File: src/rtl/arima_pkg.sv
// Shared ARIMA pipeline definitions: control encoding and default formats.
// Used by the differencing stage and the AR/MA filter stages.
package arima_pkg;

    typedef enum logic [1:0] {
        CTRL_RUN   = 2'b00,
        CTRL_STALL = 2'b01,
        CTRL_INIT  = 2'b10,
        CTRL_CLR   = 2'b11
    } ctrl_e;

    localparam int Q_DEFAULT = 15;
    localparam int N_DEFAULT = 32;

endpackage

File: src/rtl/qsub.sv
// Combinational signed subtract c = a_in - b_in with overflow detect.
// Saturates on overflow when DIFF_SAT_EN is defined, otherwise wraps.
module qsub
    import arima_pkg::*;
#(
    parameter int N = N_DEFAULT
) (
    input  logic signed [N-1:0] a_in,
    input  logic signed [N-1:0] b_in,
    output logic signed [N-1:0] c,
    output logic                ovr
);

    logic signed [N-1:0] w_diff;

    // Subtract, flag sign overflow, then wrap or clamp toward the minuend sign
    always_comb begin
        w_diff = a_in - b_in;
        ovr    = (a_in[N-1] != b_in[N-1]) && (w_diff[N-1] != a_in[N-1]);
`ifdef DIFF_SAT_EN
        if (ovr) begin
            c = a_in[N-1] ? {1'b1, {(N-1){1'b0}}}
                          : {1'b0, {(N-1){1'b1}}};
        end else begin
            c = w_diff;
        end
`else
        c = w_diff;
`endif
    end

endmodule

File: src/rtl/diff_n.sv
// d-th order differencing stage feeding the AR filter, valid/ready streaming.
// Optional macro DIFF_SAT_EN: saturate overflowing differences instead of wrapping.
module diff_n
    import arima_pkg::*;
#(
    parameter int N     = N_DEFAULT,
    parameter int Q     = Q_DEFAULT,
    parameter int D_MAX = 3
) (
    input  logic                         clk,
    input  logic                         rst_n,
    input  logic [1:0]                   control,
    input  logic [$clog2(D_MAX+1)-1:0]   d_order_in,
    input  logic                         in_valid,
    output logic                         in_ready,
    input  logic signed [N-1:0]          data_in,
    output logic                         out_valid,
    input  logic                         out_ready,
    output logic signed [N-1:0]          data_out,
    output logic                         warm,
    output logic                         overflow
);

    localparam int DW = $clog2(D_MAX + 1);

    if (Q < 0 || Q >= N) begin : g_q_chk
        $error("diff_n: Q must lie in [0, N-1]");
    end

    ctrl_e                 w_ctrl;
    logic                  w_accept;
    logic signed [N-1:0]   w_y [D_MAX+1];
    logic [D_MAX-1:0]      w_ovr;
    logic                  w_ovr_any;
    logic [DW-1:0]         w_ord_in;
    logic [DW-1:0]         w_cnt_nxt;
    logic [DW-1:0]         w_ord_nxt;

    logic signed [N-1:0]   r_prev [D_MAX];
    logic [DW-1:0]         r_warm_cnt;
    logic [DW-1:0]         r_d_order;
    logic signed [N-1:0]   r_data_out;
    logic                  r_out_valid;
    logic                  r_overflow;
    logic                  r_warm;

    assign w_ctrl   = ctrl_e'(control);
    assign in_ready = rst_n && (w_ctrl == CTRL_RUN)
                      && (!r_out_valid || out_ready);
    assign w_accept = in_valid && in_ready;
    assign w_y[0]   = data_in;
    assign w_ord_in = (d_order_in > DW'(D_MAX)) ? DW'(D_MAX) : d_order_in;

    // Difference chain: stage k produces y_{k+1} = y_k - prev[k]
    for (genvar k = 0; k < D_MAX; k++) begin : g_chain
        qsub #(.N(N)) u_qsub (
            .a_in (w_y[k]),
            .b_in (r_prev[k]),
            .c    (w_y[k+1]),
            .ovr  (w_ovr[k])
        );
    end

    // Only stages inside the active order can raise overflow
    always_comb begin
        w_ovr_any = 1'b0;
        for (int k = 0; k < D_MAX; k++) begin
            if (DW'(k) < r_d_order && w_ovr[k]) begin
                w_ovr_any = 1'b1;
            end
        end
    end

    // Next warm-up count and order, shared by the warm flag register
    always_comb begin
        w_cnt_nxt = r_warm_cnt;
        w_ord_nxt = r_d_order;
        unique case (w_ctrl)
            CTRL_CLR: begin
                w_cnt_nxt = '0;
                w_ord_nxt = '0;
            end
            CTRL_INIT: begin
                w_cnt_nxt = '0;
                w_ord_nxt = w_ord_in;
            end
            CTRL_RUN: begin
                if (w_accept && r_warm_cnt < r_d_order) begin
                    w_cnt_nxt = r_warm_cnt + DW'(1);
                end
            end
            CTRL_STALL: begin
            end
        endcase
    end

    // Warm-up bookkeeping and registered warm flag
    always_ff @(posedge clk or negedge rst_n) begin
        if (!rst_n) begin
            r_warm_cnt <= '0;
            r_d_order  <= '0;
            r_warm     <= 1'b0;
        end else begin
            r_warm_cnt <= w_cnt_nxt;
            r_d_order  <= w_ord_nxt;
            r_warm     <= (w_cnt_nxt == w_ord_nxt);
        end
    end

    // History, output register and sticky overflow
    always_ff @(posedge clk or negedge rst_n) begin
        if (!rst_n) begin
            for (int k = 0; k < D_MAX; k++) r_prev[k] <= '0;
            r_data_out  <= '0;
            r_out_valid <= 1'b0;
            r_overflow  <= 1'b0;
        end else begin
            unique case (w_ctrl)
                CTRL_CLR: begin
                    for (int k = 0; k < D_MAX; k++) r_prev[k] <= '0;
                    r_data_out  <= '0;
                    r_out_valid <= 1'b0;
                    r_overflow  <= 1'b0;
                end
                CTRL_INIT: begin
                    for (int k = 0; k < D_MAX; k++) r_prev[k] <= '0;
                    r_out_valid <= 1'b0;
                end
                CTRL_STALL: begin
                    if (r_out_valid && out_ready) r_out_valid <= 1'b0;
                end
                CTRL_RUN: begin
                    if (w_accept) begin
                        for (int k = 0; k < D_MAX; k++) begin
                            if (DW'(k) < r_d_order) r_prev[k] <= w_y[k];
                        end
                        if (w_ovr_any) r_overflow <= 1'b1;
                        if (r_warm_cnt < r_d_order) begin
                            r_out_valid <= 1'b0;
                        end else begin
                            r_data_out  <= w_y[r_d_order];
                            r_out_valid <= 1'b1;
                        end
                    end else if (r_out_valid && out_ready) begin
                        r_out_valid <= 1'b0;
                    end
                end
            endcase
        end
    end

    assign data_out  = r_data_out;
    assign out_valid = r_out_valid;
    assign overflow  = r_overflow;
    assign warm      = r_warm;

endmodule

File: config.mk
export PLATFORM = sky130hd
export DESIGN_NAME = diff_n
export DESIGN_NICKNAME = d
export VERILOG_FILES = /design/src/rtl/arima_pkg.sv /design/src/rtl/qsub.sv /design/src/rtl/diff_n.sv
export SDC_FILE = /design/constraint.sdc
export NUM_CORES = 1
export LEC_CHECK = 0
export ABC_CLOCK_PERIOD_IN_PS = 12730
export CORE_ASPECT_RATIO = 0.9
export CORE_UTILIZATION = 45
export DETAILED_ROUTE_END_ITERATION = 10
export PLACE_DENSITY = 0.65
export REMOVE_ABC_BUFFERS = 1
export SETUP_SLACK_MARGIN = 0.4
export SYNTH_ARGS = -nofsm -noshare
export SYNTH_HDL_FRONTEND = slang
export SYNTH_SLANG_ARGS = --single-unit
File: constraint.sdc
create_clock -name clk -period 12.73 [get_ports clk]
set_clock_uncertainty 0.05 [all_clocks]
set_input_delay 1.273 -clock clk [delete_from_list [all_inputs] [get_ports clk]]
set_output_delay 1.273 -clock clk [all_outputs]
set_load 0.1 [all_outputs]
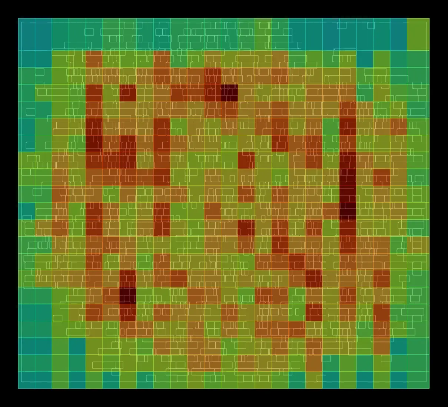
final_congestion.png
met2 GRT Util: 0.406
most utilized layer in the global route result: met2
Wirelength per Cell: 18.7 um
global-route track usage on met3: 0.0449
final core utilization: 0.525

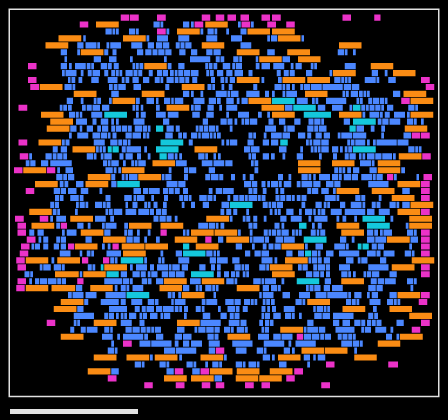
cell_classes.png
Scale bar: 50 um.
legend:
  clock drivers and dummy loads:
    color: cyan
    cells: 32
  other buffers and delay cells:
    color: magenta
    cells: 85
  flip-flops:
    color: orange
    cells: 135
  all other logic:
    color: blue
    cells: 1129
row count: 54
sequential share of cell area: 0.266
Layout Cell Area excl Fill: 0.0127 mm^2

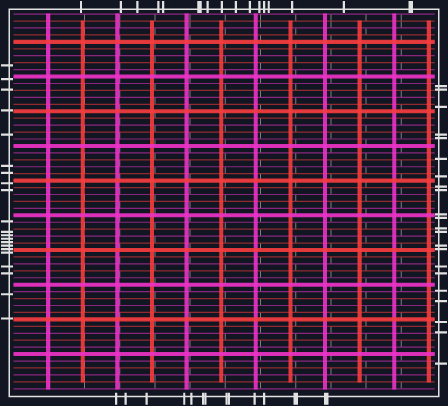
pdn.png
Pins as bars on the die edge. Tap cells in gray.
legend:
  VSS:
    color: magenta
  VDD:
    color: red
signal pins: 76
met1 rails: 55
met4 straps: 12
rows: 54

==> impl_metrics.toml <==
# implementation run metrics
[final_layout]
number_of_flip_flops_in_the_largest_register = 96
largest_cell_class = "multi-input combinational cells"
regMostFlops = "r_prev"
num-nets-final = 1505
filler_cell_count = 2228
final-clk-cell-share = 0.0444
area_added_between_synthesis_and_finish_pct = 14.3
n_antenna_cell = 0
combAreaFraction = 0.556
n_clock_buffer = 19
instances_no_fill = 1689
layout-drive-gt1-share = 0.0615
design.seq.count = 135
nMultiInputCombCells = 997

[power_and_ir_drop]
comb_power_share = 0.498
power.ir.vdd_worst_uv = 109
pg_comb_uw = 937
pwr.group.clock_uw = 490
switching_share = 0.426
pwr-share-seq = 0.241
proportion_of_power_drawn_by_the_clock_network = 0.261
report.power.total_uw = 1880

[worst_setup_path]
startpoint_type = "input port"
cp.arrival_ns = 8.99
r2r_start = "r_prev[64]"
timing.critical_path.buf_inv = 3
cp_num_cells = 30
rr_worst_depth = 28
worstSetupStartpoint = "data_in[0]"
worstPathMaxFanout = 4
r2r_slack_ns = 5.01

[timing]
timing.max_slew.rel_slack = 0.163
timing_worst_slew_pin_value_ns = 1.26
max_freq_mhz = 115
slew_viol_final = 0
hold_slack_ns = 0.439
fin_setup_tns_ns = 0
report.final.setup_viol = 0

[clock_tree]
cts_max_level = 4
post_cts_setup_bufs = 0
clk_pin_slew_ns = 0.07
cts_hold_buffers = 0
ctsLongestPathBuffers = 2
postCtsResizedCells = 0

[synthesis]
seq_area_frac_synth = 0.303
syn_area_per_cell_um2 = 8.41
aoi_share = 0.255
synth.top_cell.area_share = 0.303
synth_adder_area_share = 0.111
synth.yosys.chip_area_mm2 = 0.0111
synth-edff-count = 0
synth_stat.cells = 1323
post_synth_main_logic_family = "AND-OR/OR-AND gates"
yosys.area.top_type = "sky130_fd_sc_hd__dfrtp_1"
synthArstFlopShare = 1.00
synthDistinctLibCells = 69

[place]
hpwl_mm = 22.5
dp_slack_ns = 3.79
cell_area_reported_after_detailed_placement_mm2 = 0.0122

[routing]
drc = 0
highest_layer = "met4"
routed-wl-met3_mm = 1.73
postRouteAntennaNets = 0

[die]
chip_width_um = 168
initCoreUtil = 0.459
dieArea_mm2 = 0.0254

[global_routing]
overflow = 0
largest_net_degree_at_the_start_of_global_routing = 75
globalRouteTotalUtil = 0.260

[outcome]
status = "completed"

[run]
cap_violations = 0

[hold_path]
worst_hold_path.num_cells = 2
worst_hold_path.endpoint = "data_out[16]"
Power is estimated from default activity; no workload was simulated.
